==> images/placed.png <==
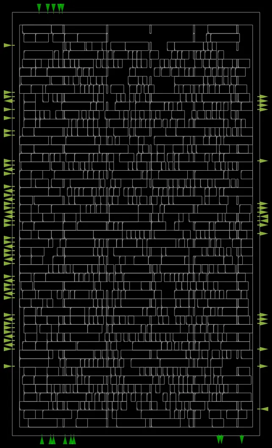
==> images/sizing.png <==
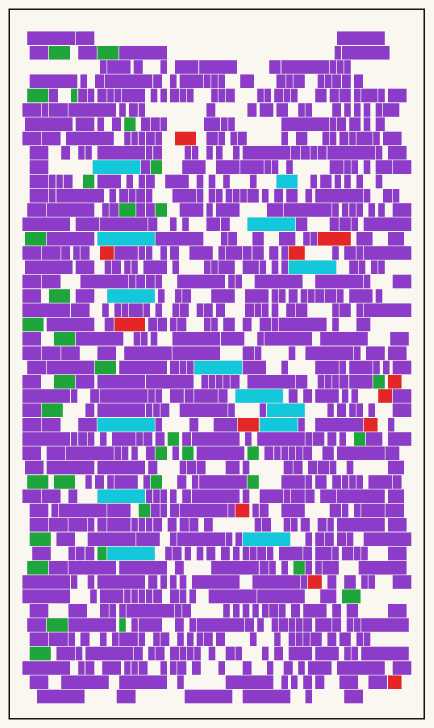
File: config.mk
export PLATFORM = sky130hd
export DESIGN_NAME = fb_rect_writer
export DESIGN_NICKNAME = d
export VERILOG_FILES = /design/src/rtl/fb_rect_writer.sv
export SDC_FILE = /design/constraint.sdc
export NUM_CORES = 1
export LEC_CHECK = 0
export ABC_AREA = 1
export CORE_ASPECT_RATIO = 1.75
export CORE_MARGIN = 2
export CORE_UTILIZATION = 61
export DETAILED_ROUTE_END_ITERATION = 10
export PLACE_DENSITY_LB_ADDON = 0.08
export SKIP_LAST_GASP = 1
export SLEW_MARGIN = 20
export SYNTH_ARGS = -nofsm -noshare
export SYNTH_HDL_FRONTEND = slang
export SYNTH_SLANG_ARGS = --single-unit
export TNS_END_PERCENT = 50
File: constraint.sdc
create_clock -name clk -period 5.8 [get_ports clk]
set_clock_uncertainty 0.2 [all_clocks]
set_input_delay 0.58 -clock clk [delete_from_list [all_inputs] [get_ports clk]]
set_output_delay 0.58 -clock clk [all_outputs]
set_load 0.005 [all_outputs]
File: src/rtl/fb_rect_writer.sv
// fb_rect_writer
//   Drawing engine on the write side of the video frame buffer. It accepts
//   rectangle-fill commands and clips each one to the screen. It then writes
//   the 12-bit color into every covered pixel in raster order, through a
//   write port that the memory arbiter gates with a grant.
//
// Ports
//   clk, rst_n        rising-edge clock, asynchronous active-low reset
//   cmd_valid/ready   command handshake. A command transfers on a rising edge
//                     where cmd_valid && cmd_ready. cmd_ready is high only in
//                     IDLE, and the cmd_* fields are sampled on that edge only.
//   cmd_x0..cmd_y1    two inclusive corners, in either order
//   cmd_color         fill color {R[3:0],G[3:0],B[3:0]}
//   mem_we/addr/wdata write request. It is held stable until mem_grant is
//                     high on a rising edge, and that edge completes the write.
//   mem_grant         arbiter grant. It has no effect while mem_we is low.
//   busy              high whenever the FSM is not in IDLE
//   done              one-cycle pulse in the DONE state
module fb_rect_writer #(
  parameter int H_RES  = 160,
  parameter int V_RES  = 120,
  parameter int X_W    = 8,
  parameter int Y_W    = 7,
  parameter int ADDR_W = 15
) (
  input  logic              clk,
  input  logic              rst_n,
  input  logic              cmd_valid,
  output logic              cmd_ready,
  input  logic [X_W-1:0]    cmd_x0,
  input  logic [Y_W-1:0]    cmd_y0,
  input  logic [X_W-1:0]    cmd_x1,
  input  logic [Y_W-1:0]    cmd_y1,
  input  logic [11:0]       cmd_color,
  output logic              mem_we,
  output logic [ADDR_W-1:0] mem_addr,
  output logic [11:0]       mem_wdata,
  input  logic              mem_grant,
  output logic              busy,
  output logic              done
);

  localparam logic [X_W-1:0]    X_LAST   = X_W'(H_RES - 1);
  localparam logic [Y_W-1:0]    Y_LAST   = Y_W'(V_RES - 1);
  localparam logic [ADDR_W-1:0] ROW_STEP = ADDR_W'(H_RES);

  typedef enum logic [1:0] {
    S_IDLE = 2'd0,
    S_CLIP = 2'd1,
    S_FILL = 2'd2,
    S_DONE = 2'd3
  } state_e;

  state_e              state_q, state_d;
  logic [X_W-1:0]      x0_q, x0_d, x1_q, x1_d;
  logic [Y_W-1:0]      y0_q, y0_d, y1_q, y1_d;
  logic [11:0]         color_q, color_d;
  logic [X_W-1:0]      xa_q, xa_d, xb_q, xb_d, x_q, x_d;
  logic [Y_W-1:0]      yb_q, yb_d, y_q, y_d;
  logic [ADDR_W-1:0]   row_base_q, row_base_d;

  // Corner ordering of the latched command; used only in CLIP.
  logic [X_W-1:0] xa_c, xb_c;
  logic [Y_W-1:0] ya_c, yb_c;

  always_comb begin
    xa_c = (x0_q < x1_q) ? x0_q : x1_q;
    xb_c = (x0_q < x1_q) ? x1_q : x0_q;
    ya_c = (y0_q < y1_q) ? y0_q : y1_q;
    yb_c = (y0_q < y1_q) ? y1_q : y0_q;
  end

  always_comb begin
    state_d    = state_q;
    x0_d       = x0_q;
    y0_d       = y0_q;
    x1_d       = x1_q;
    y1_d       = y1_q;
    color_d    = color_q;
    xa_d       = xa_q;
    xb_d       = xb_q;
    yb_d       = yb_q;
    x_d        = x_q;
    y_d        = y_q;
    row_base_d = row_base_q;

    case (state_q)
      S_IDLE: begin
        if (cmd_valid) begin
          x0_d    = cmd_x0;
          y0_d    = cmd_y0;
          x1_d    = cmd_x1;
          y1_d    = cmd_y1;
          color_d = cmd_color;
          state_d = S_CLIP;
        end
      end
      S_CLIP: begin
        if (xa_c > X_LAST || ya_c > Y_LAST) begin
          state_d = S_DONE;
        end else begin
          xa_d       = xa_c;
          xb_d       = (xb_c > X_LAST) ? X_LAST : xb_c;
          yb_d       = (yb_c > Y_LAST) ? Y_LAST : yb_c;
          x_d        = xa_c;
          y_d        = ya_c;
          // Constant multiplier; this reduces to a shift-add.
          row_base_d = ADDR_W'(ya_c) * ROW_STEP;
          state_d    = S_FILL;
        end
      end
      S_FILL: begin
        // mem_grant only advances the registered position. The address and
        // data outputs come from registers, so there is no grant-to-address
        // path.
        if (mem_grant) begin
          if (x_q < xb_q) begin
            x_d = x_q + X_W'(1);
          end else if (y_q < yb_q) begin
            x_d        = xa_q;
            y_d        = y_q + Y_W'(1);
            row_base_d = row_base_q + ROW_STEP;
          end else begin
            state_d = S_DONE;
          end
        end
      end
      S_DONE: begin
        state_d = S_IDLE;
      end
      default: begin
        state_d = S_IDLE;
      end
    endcase
  end

  always_ff @(posedge clk or negedge rst_n) begin
    if (!rst_n) begin
      state_q    <= S_IDLE;
      x0_q       <= '0;
      y0_q       <= '0;
      x1_q       <= '0;
      y1_q       <= '0;
      color_q    <= '0;
      xa_q       <= '0;
      xb_q       <= '0;
      yb_q       <= '0;
      x_q        <= '0;
      y_q        <= '0;
      row_base_q <= '0;
    end else begin
      state_q    <= state_d;
      x0_q       <= x0_d;
      y0_q       <= y0_d;
      x1_q       <= x1_d;
      y1_q       <= y1_d;
      color_q    <= color_d;
      xa_q       <= xa_d;
      xb_q       <= xb_d;
      yb_q       <= yb_d;
      x_q        <= x_d;
      y_q        <= y_d;
      row_base_q <= row_base_d;
    end
  end

  assign cmd_ready = (state_q == S_IDLE);
  assign busy      = (state_q != S_IDLE);
  assign done      = (state_q == S_DONE);
  assign mem_we    = (state_q == S_FILL);
  assign mem_addr  = row_base_q + ADDR_W'(x_q);
  assign mem_wdata = color_q;

endmodule

==> qor.yml <==
status: "completed"
muxShareOfSynthArea_pct: 3.031
first_iter_violations: 356
drt.antenna.violating_nets: 0
total_global_route_track_usage_pct: 26.92
place_hpwl_um: 9885
die_height_um: 134.6
synth_flop_count: 92
layout_min_cycle_time_ns: 3.741
std_cell_rows: 47
cp_top_family: "simple AND/OR/NAND/NOR gates"
timing.critical_path.to_type: "primary output"
grt_start_max_net_pins: 69
post_route_cells_drive_above_1_share_pct: 7.367
buffers: 81
synth.yosys.warnings: 0
clock.fmax_mhz: 267.3
drv_cap: 0
yosys-dominant-comb-family: "simple AND/OR/NAND/NOR gates"
flops: 92
cpPeakStageDelay_ns: 0.51
post_synth_num_cell_types: 42
ys_chip_area_um2: 5944
routed-via-count: 5250
synthCells: 767
fill_cells: 738
fin_crit_sh_pct: 64.50
area.combinational_um2: 3123
final_nets: 915
ys_sh_aoi_pct: 11.09
numClockSinks: 92
rsz_0062_raised_after_global_routing: "no"
synthTopCellsByArea: "dfrtp_1, nand2_1, ha_1"
Back to the opening pictures, placed.png:
number of well taps: 122
proportion of cell area occupied by registers: 32.69%
final instance count without filler cells: 950

Back to the opening pictures, sizing.png:
x6 and larger -> cyan  # cells 14, share 1.7%
x3 and x4 -> red  # cells 12, share 1.4%
x1 and smaller -> purple  # cells 767, share 93%
x2 -> green  # cells 35, share 4.2%

## state kept, by name, summed over array words and instances, names as in the netlist
signal and cells:
x0_q 8, row_base_q 10, y_q 7, xb_q 8, y1_q 7, yb_q 7
xa_q 8, x1_q 8, mem_wdata 12, x_q 8, y0_q 7, state_q 2
## worst paths after layout
path	startpoint	end	slack [ns]	depth (start not counted)
max	x_q[6]	mem_addr[13]	2.06	10
min	row_base_q[14]	row_base_q[14]	0.28	2
max reg2reg	y1_q[4]	row_base_q[12]	2.16	18
min reg2reg	row_base_q[14]	row_base_q[14]	0.28	2
max in group asynchronous	rst_n	y1_q[3]	3.77	3
min in group asynchronous	rst_n	x_q[2]	0.48	2
## synth_stat cells (2+ instances only)
cell type / n
inv_1: 88
o31ai_1: 2
xor2_1: 15
buf_2: 6
nand2_1: 192
xnor2_1: 4
o21ai_1: 23
clkbuf_1: 20
buf_1: 3
nor3_1: 4
dfrtp_1: 92
a31oi_1: 2
buf_4: 5
nand3_1: 41
a21oi_1: 47
ha_1: 45
nand2_2: 12
nand4_1: 29
mux2_2: 16
o21ai_0: 41
inv_2: 2
nor2_1: 54
o21a_1: 5
## layer usage
metal | wire length [um] | vias to the layer above
li1 | - | 2610
met1 | 5799 | 2459
met2 | 6910 | 161
met3 | 670 | 20
met4 | 280 | 0
met5 | 0 | -
## layout by cell type, fill, tap and decap left out, drive strengths merged, types with 4 or more instances in the layout
| master | instances |
|---|---|
| nand2 | 206 |
| dfrtp | 92 |
| inv | 91 |
| clkdlybuf4s50 | 75 |
| o21ai | 64 |
| nor2 | 57 |
| a21oi | 47 |
| ha | 45 |
| nand3 | 43 |
| nand4 | 29 |
| mux2 | 16 |
| xor2 | 15 |
| clkbuf | 9 |
| o21a | 6 |
| buf | 5 |
| nor3 | 5 |
| xnor2 | 4 |
## worst register-to-register path, cell delays in order (launching register included)
cell and delay (ns):
dfrtp_1 0.35, inv_1 0.08, ha_1 0.31, nand2_1 0.07, nor2_1 0.12, nand2_2 0.11, nand2_2 0.30, nand2_1 0.12
nand2_2 0.11, inv_1 0.08, ha_1 0.31, ha_1 0.25, fa_1 0.39, nand2_1 0.09, a21oi_1 0.08, o21a_1 0.18
o31ai_1 0.21, nand4_1 0.13, nand2_1 0.09
## metrics by stage
step | setup WS [ns] | hold WS, ns | std cells | util [%]
detailed placement | 2.194 | 0.2580 | 933 | 70.85
finish | 2.059 | 0.2754 | 950 | 74.39
floorplan | 2.596 | 0.08441 | 767 | -
global placement | 2.376 | 0.2573 | 933 | 70.85
CTS | 2.029 | 0.2736 | 950 | 74.39
global route | 1.804 | 0.2856 | 950 | 74.39
## repair_timing
action,CTS,global route
hold buffers,1,0
setup buffers,0,0
hold endpoints to repair,27,0
